**Run 1: metal 1**

The bar under the picture is 20 um long. Supply wires on this layer in gray.
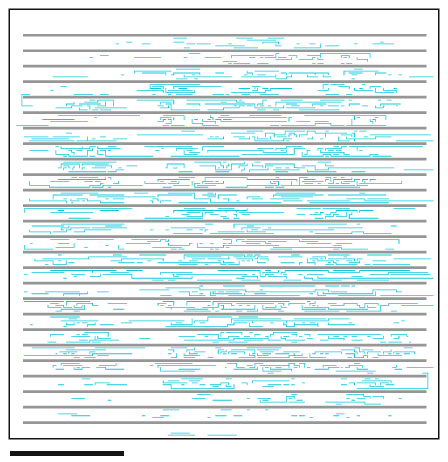
**Run 1: the metal 2 layer**

Cells faint in the background.
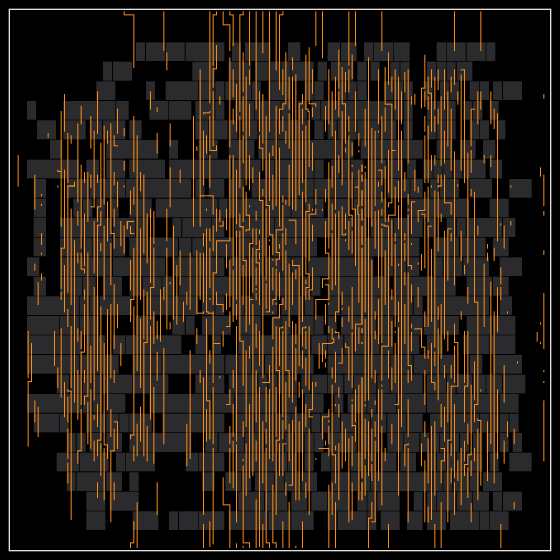
**Run 1: the metal 3 layer**

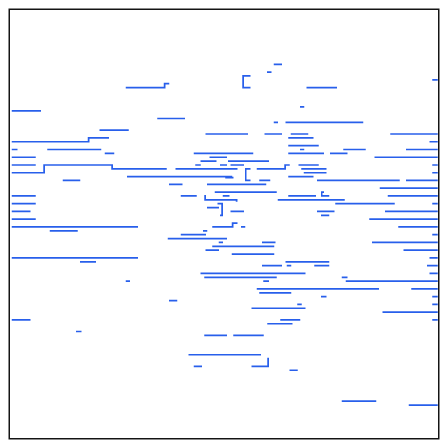
<file path="config.mk">
export PLATFORM = sky130hd
export DESIGN_NAME = prbs_lfsr_gen
export DESIGN_NICKNAME = d
export VERILOG_FILES = /design/src/rtl/prbs_lfsr_pkg.sv /design/src/rtl/prbs_lfsr_gen_lfsr_step.sv /design/src/rtl/prbs_lfsr_gen.sv
export SDC_FILE = /design/constraint.sdc
export NUM_CORES = 1
export LEC_CHECK = 0
export ABC_AREA = 1
export CORE_MARGIN = 2
export CORE_UTILIZATION = 45
export DETAILED_ROUTE_END_ITERATION = 8
export GPL_TIMING_DRIVEN = 0
export HOLD_SLACK_MARGIN = 0.15
export PLACE_DENSITY = 0.82
export SETUP_SLACK_MARGIN = 0.5
export SLEW_MARGIN = 25
export SYNTH_ARGS = -nofsm -noshare
export SYNTH_HDL_FRONTEND = slang
export SYNTH_SLANG_ARGS = --single-unit
</file>
<file path="constraint.sdc">
create_clock -name clk -period 1.75 [get_ports clk]
set_clock_uncertainty 0.05 [all_clocks]
set_input_delay 0.2625 -clock clk [delete_from_list [all_inputs] [get_ports clk]]
set_output_delay 0.2625 -clock clk [all_outputs]
set_load 0.05 [all_outputs]
</file>
<file path="src/rtl/prbs_lfsr_pkg.sv">
// Shared types for the PRBS LFSR generator: step mode and packer FSM states.
package prbs_lfsr_pkg;

  typedef enum logic {
    LFSR_FIB = 1'b0,
    LFSR_GAL = 1'b1
  } lfsr_mode_e;

  typedef enum logic [1:0] {
    IDLE = 2'd0,
    FILL = 2'd1,
    HOLD = 2'd2
  } gen_state_e;

endpackage

</file>
<file path="src/rtl/prbs_lfsr_gen_lfsr_step.sv">
// Combinational LFSR step: next state, produced bit and zero detect of the
// next state, for either Fibonacci or Galois form.
import prbs_lfsr_pkg::*;

module lfsr_step #(
  parameter int unsigned WIDTH = 16
) (
  input  logic [WIDTH-1:0] state,
  input  logic [WIDTH-1:0] tap_pattern,
  input  lfsr_mode_e       mode,
  output logic [WIDTH-1:0] next_state,
  output logic             bit_out,
  output logic             next_zero
);

  // Next-state function; the produced bit is always the pre-step LSB.
  always_comb begin
    next_state = '0;
    bit_out    = state[0];
    case (mode)
      LFSR_FIB: next_state = {^(state & tap_pattern), state[WIDTH-1:1]};
      LFSR_GAL: next_state = (state >> 1) ^ ({WIDTH{state[0]}} & tap_pattern);
      default:  next_state = '0;
    endcase
    next_zero = (next_state == '0);
  end

endmodule

</file>
<file path="src/rtl/prbs_lfsr_gen.sv">
// PRBS LFSR generator: WIDTH-bit LFSR with run-time Fibonacci/Galois mode,
// zero-state lockup recovery and packing of the serial stream into OUT_W-bit
// words on a valid/ready output.
// Optional feature: define LFSR_PERIOD_CNT_EN to enable period measurement;
// otherwise period/period_valid are tied to zero.
import prbs_lfsr_pkg::*;

module prbs_lfsr_gen #(
  parameter int unsigned     WIDTH        = 16,
  parameter int unsigned     OUT_W        = 8,
  parameter logic [WIDTH-1:0] DEFAULT_SEED = {{(WIDTH-1){1'b0}}, 1'b1}
) (
  input  logic             clk,
  input  logic             rst,
  input  logic             enable,
  input  logic             load_seed,
  input  logic [WIDTH-1:0] seed,
  input  logic [WIDTH-1:0] tap_pattern,
  input  logic             mode,
  output logic             out_valid,
  input  logic             out_ready,
  output logic [OUT_W-1:0] out_data,
  output logic             serial_out,
  output logic [WIDTH-1:0] state_out,
  output logic             lockup,
  output logic [WIDTH-1:0] period,
  output logic             period_valid
);

  localparam int unsigned     CNT_W = (OUT_W > 1) ? $clog2(OUT_W) : 1;
  localparam logic [CNT_W-1:0] LAST  = CNT_W'(OUT_W - 1);

  logic [WIDTH-1:0] state_q, state_d;
  gen_state_e       fsm_q, fsm_d;
  logic [CNT_W-1:0] count_q, count_d;
  logic [OUT_W-1:0] word_q, word_d;
  logic             lockup_q, lockup_d;

  logic [WIDTH-1:0] step_next;
  logic             step_bit;
  logic             step_zero;

  lfsr_step #(
    .WIDTH(WIDTH)
  ) u_step (
    .state      (state_q),
    .tap_pattern(tap_pattern),
    .mode       (lfsr_mode_e'(mode)),
    .next_state (step_next),
    .bit_out    (step_bit),
    .next_zero  (step_zero)
  );

  // Next-state logic: seed load, FSM sequencing, stepping and bit packing.
  always_comb begin
    fsm_d    = fsm_q;
    count_d  = count_q;
    word_d   = word_q;
    state_d  = state_q;
    lockup_d = 1'b0;
    if (load_seed) begin
      fsm_d   = IDLE;
      count_d = '0;
      word_d  = '0;
      if (seed == '0) begin
        state_d  = DEFAULT_SEED;
        lockup_d = 1'b1;
      end else begin
        state_d = seed;
      end
    end else begin
      case (fsm_q)
        IDLE: begin
          if (enable) begin
            fsm_d   = FILL;
            count_d = '0;
          end
        end
        FILL: begin
          if (enable) begin
            word_d[count_q] = step_bit;
            if (step_zero) begin
              state_d  = DEFAULT_SEED;
              lockup_d = 1'b1;
            end else begin
              state_d = step_next;
            end
            if (count_q == LAST) begin
              fsm_d   = HOLD;
              count_d = '0;
            end else begin
              count_d = count_q + 1'b1;
            end
          end
        end
        HOLD: begin
          if (out_ready) begin
            fsm_d   = enable ? FILL : IDLE;
            count_d = '0;
          end
        end
        default: fsm_d = IDLE;
      endcase
    end
  end

  // State, FSM, packing and lockup registers.
  always_ff @(posedge clk) begin
    if (rst) begin
      state_q  <= DEFAULT_SEED;
      fsm_q    <= IDLE;
      count_q  <= '0;
      word_q   <= '0;
      lockup_q <= 1'b0;
    end else begin
      state_q  <= state_d;
      fsm_q    <= fsm_d;
      count_q  <= count_d;
      word_q   <= word_d;
      lockup_q <= lockup_d;
    end
  end

  assign out_valid  = (fsm_q == HOLD);
  assign out_data   = word_q;
  assign serial_out = state_q[0];
  assign state_out  = state_q;
  assign lockup     = lockup_q;

`ifdef LFSR_PERIOD_CNT_EN
  logic [WIDTH-1:0] ref_q;
  logic [WIDTH-1:0] steps_q;
  logic [WIDTH-1:0] period_q;
  logic             period_valid_q;
  logic             step_taken;
  logic             reseed;

  // A step happens only in FILL with enable and no load; a reseed is any
  // write of a fresh reference value (load or zero-state replacement), and
  // state_d already carries that value.
  always_comb begin
    step_taken = (fsm_q == FILL) && enable && !load_seed;
    reseed     = load_seed || (step_taken && step_zero);
  end

  // Period measurement against the last reference state.
  always_ff @(posedge clk) begin
    if (rst) begin
      ref_q          <= DEFAULT_SEED;
      steps_q        <= '0;
      period_q       <= '0;
      period_valid_q <= 1'b0;
    end else if (reseed) begin
      ref_q          <= state_d;
      steps_q        <= '0;
      period_q       <= '0;
      period_valid_q <= 1'b0;
    end else if (step_taken) begin
      if (!period_valid_q && (steps_q != '1) && (step_next == ref_q)) begin
        period_q       <= steps_q + 1'b1;
        period_valid_q <= 1'b1;
      end
      if (steps_q != '1) begin
        steps_q <= steps_q + 1'b1;
      end
    end
  end

  assign period       = period_q;
  assign period_valid = period_valid_q;
`else
  assign period       = '0;
  assign period_valid = 1'b0;
`endif

endmodule

</file>
==> results.py, run 1 <==
# Auto-generated metrics
metrics = {
    "min_path": {
        "min_path_type": "in2reg",
        "hold_depth": 2,
        "min_to": "lockup$_SDFF_PP0_",
        "worstHoldStart": "rst",
    },
    "floorplan": {
        "die_width_um": 75.2,
        "fp_util": 0.473,
        "die_y_um": 75.2,
        "chip_area_sq_um": 5650,
        "io_pins": 82,
        "coreArea_sq_um": 4820,
        "row_count": 25,
    },
    "power_and_ir_drop": {
        "p_comb_mw": 0.944,
        "seq_cell_power_mw": 0.754,
        "pg_clk_mw": 0.735,
        "clock_power_share": 0.302,
        "p_int_mw": 1.51,
        "p_per_area_nw_per_um2": 655,
        "power-top-group": "combinational logic",
        "power_frac_comb": 0.388,
        "p_leak_nw": 1.85,
        "vdd_drop_max_mv": 0.507,
        "p_switching_mw": 0.922,
        "swShare": 0.379,
        "share_seq_of_total_power": 0.310,
    },
    "drt": {
        "vias": 3033,
        "avgRoutedWirePerCell_um": 14.9,
        "drtPass1Iterations": 8,
        "drc_errors": 0,
        "route.met2.wl_um": 4200,
        "top_layer_used": "met4",
        "ant_nets": 0,
        "route.met3.wl_um": 689,
        "wl_met1_um": 3140,
        "wl_um": 8370,
        "drt_iter0_drc": 314,
        "viasPerCell": 5.40,
    },
    "synthesis": {
        "synth.avg_cell_area_sq_um": 5.98,
        "area_leaders": "nand2_1 (29%), dfxtp_1 (26%), a21oi_1 (7.0%)",
        "flop_cell": "dfxtp_1",
        "ys_seq_frac": 0.264,
        "synth_flops": 30,
        "syn_inst": 381,
        "yosysWarnings": 0,
        "edf_count": 0,
        "yosysMostFrequentCell": "nand2_1",
        "synth_area_leader_cell": "nand2_1",
        "top_area_frac": 0.285,
        "synth-async-reset-ratio": 0,
        "common_cells": "nand2_1 (173), a21oi_1 (32), inv_1 (32)",
        "yosysUniqueCellTypes": 31,
        "ys_cells": 381,
        "syn_area_sq_um": 2280,
        "yosys-stat-area_sq_um": 2280,
    },
    "clocking": {
        "cts-hold-fix-buffers": 0,
        "cts_sinks": 30,
        "cts_tree": "done",
        "htreeDepth": 2,
        "cts_buffers": 5,
        "clk_pin_slew_ns": 0.07,
        "post_cts_buffers": 9,
        "post_cts_resized": 179,
        "cts.path.max_buffers": 2,
        "clk_latency_ns": 0.29,
        "cts_root_buffer": "clkbuf_8",
    },
    "critical_path": {
        "r2r-start": "state_out[0]$_SDFFE_PP1P_",
        "crit_arrival_ns": 1.81,
        "startpoint_type": "flop",
        "path_max_fanout": 5,
        "cp_data_required_time_ns": 1.92,
        "worst_setup_path_end_kind": "flop",
        "r2r_cells": 11,
        "critPathKind": "reg2reg",
        "reg2reg_to": "lockup$_SDFF_PP0_",
        "startpoint": "state_out[0]$_SDFFE_PP1P_",
        "crit_path_end": "lockup$_SDFF_PP0_",
        "reg2reg_slack_ns": 0.11,
    },
    "cells_and_area": {
        "synthToLayoutAreaGrowth_pct": 63.0,
        "n_antenna_cell": 0,
        "largest_reg_flops": 16,
        "fin_util": 0.771,
        "nets": 534,
        "drive_gt1_frac": 0.396,
    },
    "run": {
        "cap_violations": 0,
        "warnings": 29,
    },
    "global_routing": {
        "grt_pass1_wl_um": 11300,
        "grtUsageTotal": 0.259,
        "top_usage_layer": "met2",
        "grtUsageMet3": 0.0482,
        "gr-usage-met1": 0.308,
        "grt_max_degree": 11,
        "grt_overflow": 0,
        "grt_pass1_vias": 2535,
        "grtUsageMet2": 0.475,
        "grt_antenna_before_repair": 0,
    },
    "timing": {
        "maxSlewViolCount": 0,
        "finalCritPeriodShare": 0.937,
        "setup_viol": 0,
        "fmax_mhz": 610,
        "period_needed_ns": 1.64,
        "whs_ns": 0.233,
        "rsz0062_at_grt": "yes",
        "hold_viol_final": 0,
    },
    "place": {
        "port_buffers": 63,
        "routabilityCongestion": 0.941,
        "dp_hpwl_um": 5170,
    },
    "status": {
        "status": "finished clean",
    },
}
-- 'metal 1' (at the start) --
The layer carries 3140 um of wire. The layer holds 38% of the routed length. 482 nets have wire on it.

-- 'the metal 2 layer' (at the start) --
The longest straight run is 47.6 um. The layer holds 50% of the routed length. The layer carries 4200 um of wire. 456 nets have wire on it. The wires run mostly vertical.

-- 'the metal 3 layer' (at the start) --
The longest straight run is 21.8 um. The wires run mostly horizontal. 98 nets have wire on it.

-- run 1: cells in the final DEF (no fill, tap or decap), types with 11 or more instances in the layout --
cell | synthesis | layout
a21oi_1 | 32 | 24
nand2_2 | 1 | 41
inv_2 | 5 | 11
buf_2 | 3 | 21
clkdlybuf4s50_1 | 0 | 18
nand2_1 | 173 | 127
conb_1 | 1 | 17
dlygate4sd2_1 | 0 | 18
buf_4 | 18 | 39
nand3b_1 | 11 | 11
dfxtp_4 | 0 | 17
inv_1 | 32 | 23
-- run 1: kinds of logic after synthesis --
group / after synthesis / share of synthesized area
xor+xnor: 2 / 0.00769
simple gates: 216 / 0.400
compound gates: 65 / 0.172
flops: 30 / 0.264
buf+inv: 65 / 0.143
fa+ha+maj: 2 / 0.0110
other cells: 1 / 0.00165
-- run 1: critical path: stages, from the launching register on --
cell and delay [ns]:
dfxtp_4 0.38, nand2_4 0.07, inv_8 0.09, buf_6 0.12, nand2_1 0.04, nand2_1 0.05
nand2_1 0.08, nor2_2 0.14, nand4_1 0.11, nor2_1 0.13, nand4_1 0.14, a21oi_2 0.16
-- run 1: layout make-up --
cell class,instances,area [sq um]
plain buffers,26,210
clock buffers,7,119
clock inverters,1,3.75
fillers,355,1100
inverters,39,169
multi-input cells,302,1690
flip-flops and latches,30,668
well taps,67,83.8
repair buffers,90,773
-- run 1: stage by stage --
step           setup slack (ns)  instances  total power [mW]  TNS, ns  cell area, sq um
2_1_floorplan             0.288        397              1.28        0              2460
3_3_place_gp             -0.299        527              1.51    -1.86              3170
3_5_place_dp             -0.311        527              1.53    -2.21              3170
4_1_cts                   0.195        545              2.26        0              3330
5_1_grt                  0.0358        562              2.53        0              3710
6_report                  0.111        562              2.43        0              3710
--- run 2 (diff from run 1) ---
--- a/config.mk
+++ b/config.mk
@@ -9,7 +9,6 @@
 export CORE_MARGIN = 2
 export CORE_UTILIZATION = 45
 export DETAILED_ROUTE_END_ITERATION = 8
-export GPL_TIMING_DRIVEN = 0
 export HOLD_SLACK_MARGIN = 0.15
 export PLACE_DENSITY = 0.82
 export SETUP_SLACK_MARGIN = 0.5
==> constraint.sdc (replaced) <==
create_clock -name clk -period 1.75 [get_ports clk]
set_clock_uncertainty 0.05 [all_clocks]
set_input_delay 0.2625 -clock clk [delete_from_list [all_inputs] [get_ports clk]]
set_output_delay 0.2625 -clock clk [all_outputs]
set_load 0.005 [all_outputs]
**Run 2: the metal 3 layer**

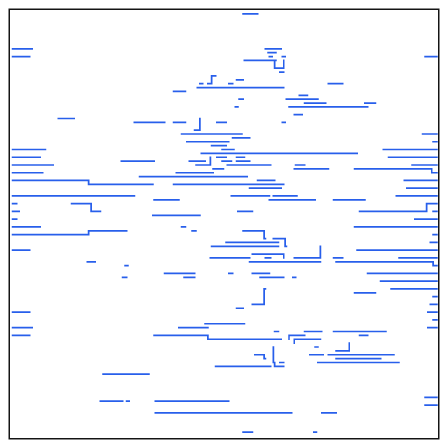
total number of vias: 3284
final wirelength: 9900 um
grt met3 use: 0.0616

**Run 2: metal 1**

The bar under the picture is 20 um long. Supply wires on this layer in gray.
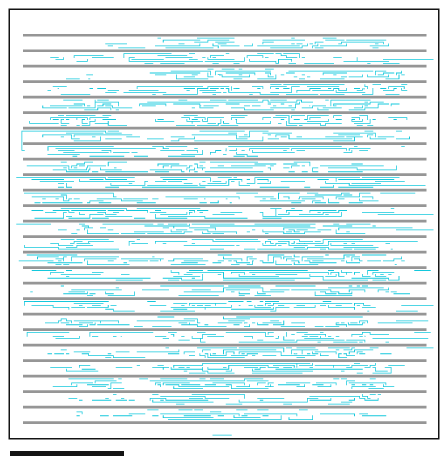
GR Layer Usage met1: 0.353

==> run 2 against run 1 <==
Against the previous run: maximum frequency decreased by 5.6%; first-iteration DRC count increased by 11%; synthesized area unchanged; via count increased by 8.3%; utilization increased by 7.4 points; critical endpoint unchanged; cell area increased by 9.6%; clock power about the same; non-clock buffer count increased by 19; final cell count increased by 3.6%; routed wire length increased by 18%; register-to-register slack got worse by 0.02 ns; worst hold slack improved by 0.24 ns.
==> results.py, run 2 <==
# Auto-generated metrics
metrics = {
    "status": {
        "status": "finished clean",
    },
    "power_and_ir_drop": {
        "p_per_area_nw_per_um2": 580,
        "finalPower_mw": 2.36,
        "p_leak_nw": 2.02,
        "vdd_drop_max_mv": 0.432,
    },
    "floorplan": {
        "fp_util": 0.473,
        "io_pins": 82,
        "row_count": 25,
        "die_width_um": 75.2,
        "die_y_um": 75.2,
        "taps": 67,
        "coreArea_sq_um": 4820,
        "chip_area_sq_um": 5650,
    },
    "synthesis": {
        "edf_count": 0,
        "yosys-stat-area_sq_um": 2280,
        "common_cells": "nand2_1 (173), a21oi_1 (32), inv_1 (32)",
        "yosysMostFrequentCell": "nand2_1",
        "xor_share": 0.00769,
        "synth_adder_area_share": 0.0110,
        "area_leaders": "nand2_1 (29%), dfxtp_1 (26%), a21oi_1 (7.0%)",
        "syn_inst": 381,
        "yosysUniqueCellTypes": 31,
        "aoi_share": 0.172,
        "synth_flops": 30,
        "ys_cells": 381,
        "yosysWarnings": 0,
        "muxShareOfSynthArea": 0,
        "synth-async-reset-ratio": 0,
        "flop_cell": "dfxtp_1",
        "synth-simple-area-share": 0.400,
        "syn_area_sq_um": 2280,
        "ys_seq_frac": 0.264,
        "synth_area_leader_cell": "nand2_1",
        "synth.avg_cell_area_sq_um": 5.98,
        "top_area_frac": 0.285,
        "top_logic_kind": "simple AND/OR/NAND/NOR gates",
    },
    "critical_path": {
        "slowest_delay_ns": 0.58,
        "crit_arrival_ns": 1.91,
        "critPathBufInv": 1,
        "cp_cell_sequence": "clkdlybuf4s50_1 -> nor4_1 -> and2_0 -> nand4_1 -> a21oi_2",
        "startpoint_type": "input pin",
        "cp_data_required_time_ns": 1.92,
        "worst_setup_path_end_kind": "flop",
        "critPathTopFamily": "simple AND/OR/NAND/NOR gates",
        "cp_slowest_cell": "nor4_1",
        "path_max_fanout": 2,
        "critPathKind": "in2reg",
    },
    "global_routing": {
        "grt_pass1_vias": 2808,
        "grt_overflow": 0,
        "grt_antenna_before_repair": 0,
        "grtUsageTotal": 0.297,
        "grt_pass1_wl_um": 12800,
        "grt_max_degree": 16,
    },
    "timing": {
        "fmax_mhz": 576,
        "rsz0062_at_grt": "yes",
        "setup_viol": 0,
        "finalCritPeriodShare": 0.993,
        "period_needed_ns": 1.74,
        "tns_ns": 0,
        "whs_ns": 0.470,
        "slew_headroom": 0.603,
        "worstMarginPinSlew_ns": 0.590,
        "maxSlewViolCount": 0,
        "fin_ws_ns": 0.0127,
        "hold_viol_final": 0,
    },
    "cells_and_area": {
        "buffers": 135,
        "fin_util": 0.845,
        "n_clock_buffer": 6,
        "buf_share": 0.287,
        "synthToLayoutAreaGrowth_pct": 78.6,
        "comb_cells": 302,
        "nFillCells": 281,
        "fin_area_sq_um": 4070,
        "comb-cell-share": 0.453,
        "clkCellAreaFrac": 0.0277,
        "drive_gt1_frac": 0.443,
        "layout_top_cell": "nand2_1",
        "inv_count": 41,
        "instances_no_fill": 582,
        "lay_top_cells": "nand2_1 (110), buf_4 (57), nand2_2 (53)",
        "final-comb-area_sq_um": 1840,
        "ff_count": 30,
        "n_antenna_cell": 0,
        "largest_class": "multi-input combinational cells",
        "seq_area_sq_um": 662,
        "seq_area_frac": 0.163,
        "nets": 555,
        "largest_reg_flops": 16,
    },
    "clocking": {
        "clk_pin_slew_ns": 0.07,
        "post_cts_resized": 127,
        "post_cts_buffers": 24,
        "cts_sinks": 30,
        "clk_latency_ns": 0.30,
        "cts-hold-fix-buffers": 0,
        "cts_tree": "done",
        "cts.path.max_buffers": 2,
        "htreeDepth": 2,
        "cts_root_buffer": "clkbuf_8",
        "cts_buffers": 5,
    },
    "drt": {
        "drtPass1Iterations": 5,
        "avgRoutedWirePerCell_um": 17.0,
        "viasPerCell": 5.64,
        "drc_errors": 0,
        "drt_iter0_drc": 348,
        "ant_nets": 0,
    },
    "run": {
        "warnings": 29,
        "cap_violations": 0,
    },
    "min_path": {
        "min_path_type": "reg2reg",
    },
    "place": {
        "post_dp_cell_area_sq_um": 3160,
        "dp_hpwl_um": 5120,
        "port_buffers": 64,
        "routabilityCongestion": 0.873,
        "post-place-ws_ns": -0.268,
        "dp_cells": 531,
    },
}
run 2: netlist changes by cell type in the layout (fill, tap and decap cells not counted), sizes merged:
cell           before  now
clkbuf             13    8
buf                73   72
clkdlybuf4s50      18   19
bufinv              0    1
dlygate4sd2        18   38
clkdlybuf4s15       0    3
clkinv              3    4
run 2: worst reg2reg max path, delay by kind of cell (launching register included):
| kind | cells | cell delay (ns) |
|---|---|---|
| AND-OR/OR-AND | 1 | 0.18 |
| buffers and inverters | 1 | 0.09 |
| flip-flops | 1 | 0.41 |
| AND/OR/NAND/NOR | 8 | 0.84 |
run 2: logic make-up (layout without fill, tap and decap cells):
| kind of cell | count (synthesis) | in the layout |
|---|---|---|
| compound gates | 65 | 65 |
| xor+xnor | 2 | 2 |
| fa+ha+maj | 2 | 2 |
| buf+inv | 65 | 183 |
| flops | 30 | 30 |
| other cells | 1 | 17 |
| simple gates | 216 | 216 |
run 2: power breakdown:
part           leakage, nW  internal [mW]  switching [mW]
sequential           0.258          0.714          0.0509
combinational         1.71          0.387           0.474
clock               0.0573          0.455           0.280
total                 2.02           1.56           0.805
run 2: metal layers:
metal | vias up | wire length [um] | track usage
li1 | 1476 | - | -
met1 | 1537 | 3760 | 0.353
met2 | 216 | 4820 | 0.538
met3 | 55 | 828 | 0.0616
met4 | 0 | 491 | 0.0858
met5 | - | 0 | 0
run 2: final timing paths:
check	slack, ns	start	to	cells after the start
min reg2reg	0.47	out_data[5]$_SDFFE_PP0P_	out_data[5]$_SDFFE_PP0P_	2
max reg2reg	0.09	state_out[0]$_SDFFE_PP1P_	lockup$_SDFF_PP0_	10
min	0.47	out_data[5]$_SDFFE_PP0P_	out_data[5]$_SDFFE_PP0P_	2
max	0.01	seed[4]	lockup$_SDFF_PP0_	5
--- run 3 (diff from run 2) ---
--- a/config.mk
+++ b/config.mk
@@ -10,7 +10,7 @@
 export CORE_UTILIZATION = 45
 export DETAILED_ROUTE_END_ITERATION = 8
 export HOLD_SLACK_MARGIN = 0.15
-export PLACE_DENSITY = 0.82
+export PLACE_DENSITY = 0.8
 export SETUP_SLACK_MARGIN = 0.5
 export SLEW_MARGIN = 25
 export SYNTH_ARGS = -nofsm -noshare
**Run 3: met4 routing**

Supply wires on this layer in gray.
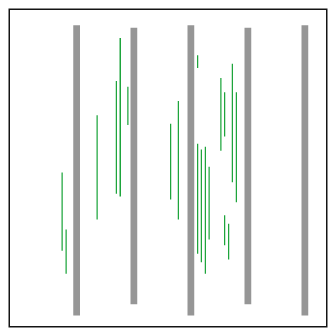
The longest straight run is 37.4 um. The layer holds 4.0% of the routed length. 19 nets have wire on it. The layer carries 369 um of wire. The wires run mostly vertical.

**Run 3: routing congestion map**

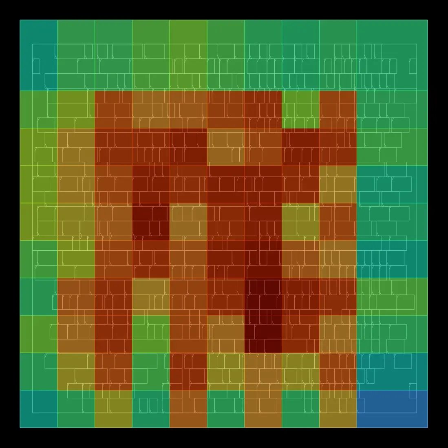
average wire per standard cell: 15.9 um
grt met3 use: 0.0750

==> run 3 against run 2 <==
Against the previous run: via count shrank 3.0%; sequential power about the same; flip-flop count stayed put; highest routed layer unchanged; critical path depth is 5 higher; power down 9.5%; final cell count is 0.17% lower; global-route usage down 0.18 points; critical endpoint unchanged; maximum frequency rose by 1.4%; count of clock-buffer cells in the layout increased by 1; utilization decreased by 3.4 points; largest power group unchanged; largest cell class unchanged.
==> results.py, run 3 <==
# Auto-generated metrics
metrics = {
    "status": {
        "status": "finished clean",
    },
    "critical_path": {
        "reg2reg_to": "lockup$_SDFF_PP0_",
        "critPathKind": "reg2reg",
        "worst_setup_path_end_kind": "flop",
        "cp_slowest_cell": "dfxtp_4",
        "path_max_fanout": 12,
        "startpoint_type": "flop",
        "crit_arrival_ns": 1.88,
        "r2r_cells": 10,
        "slowest_delay_ns": 0.39,
        "reg2reg_slack_ns": 0.04,
        "cp_data_required_time_ns": 1.91,
    },
    "cells_and_area": {
        "fin_util": 0.811,
        "instances_no_fill": 581,
        "lay_top_cells": "nand2_1 (140), buf_4 (56), dlygate4sd2_1 (38)",
        "nets": 554,
        "synthToLayoutAreaGrowth_pct": 71.6,
        "n_antenna_cell": 0,
        "layout_top_cell": "nand2_1",
        "largest_reg_flops": 16,
        "nFillCells": 324,
        "fin_area_sq_um": 3910,
    },
    "floorplan": {
        "row_count": 25,
        "coreArea_sq_um": 4820,
        "io_pins": 82,
        "die_width_um": 75.2,
        "chip_area_sq_um": 5650,
        "die_y_um": 75.2,
    },
    "drt": {
        "drt_iter0_drc": 295,
        "ant_nets": 0,
        "wl_um": 9250,
        "vias": 3185,
        "top_layer_used": "met4",
        "viasPerCell": 5.48,
        "route.met2.wl_um": 4460,
        "drtPass1Iterations": 5,
        "route.met3.wl_um": 705,
        "wl_met1_um": 3720,
    },
    "synthesis": {
        "common_cells": "nand2_1 (173), a21oi_1 (32), inv_1 (32)",
        "ys_cells": 381,
        "ys_seq_frac": 0.264,
        "top_area_frac": 0.285,
        "yosysMostFrequentCell": "nand2_1",
        "edf_count": 0,
        "synth-async-reset-ratio": 0,
        "synth.avg_cell_area_sq_um": 5.98,
        "flop_cell": "dfxtp_1",
        "syn_inst": 381,
        "synth_flops": 30,
        "yosysWarnings": 0,
        "syn_area_sq_um": 2280,
        "yosys-stat-area_sq_um": 2280,
        "area_leaders": "nand2_1 (29%), dfxtp_1 (26%), a21oi_1 (7.0%)",
    },
    "place": {
        "dp_cells": 535,
        "dp_hpwl_um": 5280,
        "routabilityCongestion": 0.859,
        "port_buffers": 64,
        "post-place-ws_ns": -0.316,
    },
    "global_routing": {
        "grtUsageTotal": 0.295,
        "grtUsageMet2": 0.505,
        "gr-usage-met1": 0.351,
        "grt_overflow": 0,
        "top_usage_layer": "met2",
        "grt_antenna_before_repair": 0,
        "grt_pass1_vias": 2791,
        "grt_max_degree": 16,
        "grt_pass1_wl_um": 12800,
    },
    "run": {
        "cap_violations": 0,
        "warnings": 29,
    },
    "power_and_ir_drop": {
        "vdd_drop_max_mv": 0.519,
        "p_per_area_nw_per_um2": 547,
        "p_leak_nw": 1.97,
        "finalPower_mw": 2.14,
    },
    "min_path": {
        "worstHoldStart": "out_ready",
        "min_path_type": "in2reg",
        "min_to": "fsm_q[1]$_SDFFE_PP0P_",
        "hold_depth": 5,
    },
    "timing": {
        "fin_ws_ns": 0.0360,
        "whs_ns": 0.361,
        "period_needed_ns": 1.71,
        "tns_ns": 0,
        "setup_viol": 0,
        "maxSlewViolCount": 0,
        "rsz0062_at_grt": "yes",
        "finalCritPeriodShare": 0.979,
    },
    "clocking": {
        "post_cts_resized": 113,
        "cts_buffers": 5,
        "clk_pin_slew_ns": 0.07,
        "cts_tree": "done",
        "cts_sinks": 30,
        "cts.path.max_buffers": 2,
        "clk_latency_ns": 0.29,
        "post_cts_buffers": 22,
    },
}
run 3: cell counts after synthesis:
No cell type changed its count.
run 3: power by group:
| group | internal [mW] | switching (mW) |
|---|---|---|
| logic | 0.361 | 0.427 |
| registers | 0.717 | 0.0471 |
| clock network | 0.312 | 0.274 |
run 3: cell families (layout without fill, tap and decap cells):
kind of cell / Yosys count / after routing / synth area share
buffers and inverters: 65 / 182 / 0.143
other: 1 / 17 / 0.00165
flip-flops: 30 / 30 / 0.264
AND-OR/OR-AND: 65 / 65 / 0.172
adder cells (fa/ha/maj): 2 / 2 / 0.0110
XOR/XNOR: 2 / 2 / 0.00769
AND/OR/NAND/NOR: 216 / 216 / 0.400
run 3: worst max path at each step:
stage	start	end	slack, ns	cells after the start
after detailed placement	mode	lockup$_SDFF_PP0_	-0.32	11
after global placement	mode	lockup$_SDFF_PP0_	-0.25	11
after floorplan	state_out[0]$_SDFFE_PP1P_	lockup$_SDFF_PP0_	0.39	11
after global routing	state_out[0]$_SDFFE_PP1P_	lockup$_SDFF_PP0_	-0.03	10
final	state_out[0]$_SDFFE_PP1P_	lockup$_SDFF_PP0_	0.04	10
after CTS	state_out[0]$_SDFFE_PP1P_	lockup$_SDFF_PP0_	0.18	10
run 3: area by class of cell:
type                    count  area, sq um  share of cell area
clock buffers               7         86.3              0.0221
inverters                  39          179              0.0458
multi-input cells         302         1730               0.442
flip-flops and latches     30          648               0.166
well taps                  67         83.8              0.0214
repair buffers            133         1150               0.294
repair inverters            3         31.3             0.00800
run 3: critical path, delay by kind of cell, from the launching register on:
kind / cells / cell delay (ns)
AOI/OAI and AO/OA: 1 / 0.19
buffers and inverters: 2 / 0.21
DFF: 1 / 0.39
and+or+nand+nor: 7 / 0.78
Power is estimated from default activity; no workload was simulated.
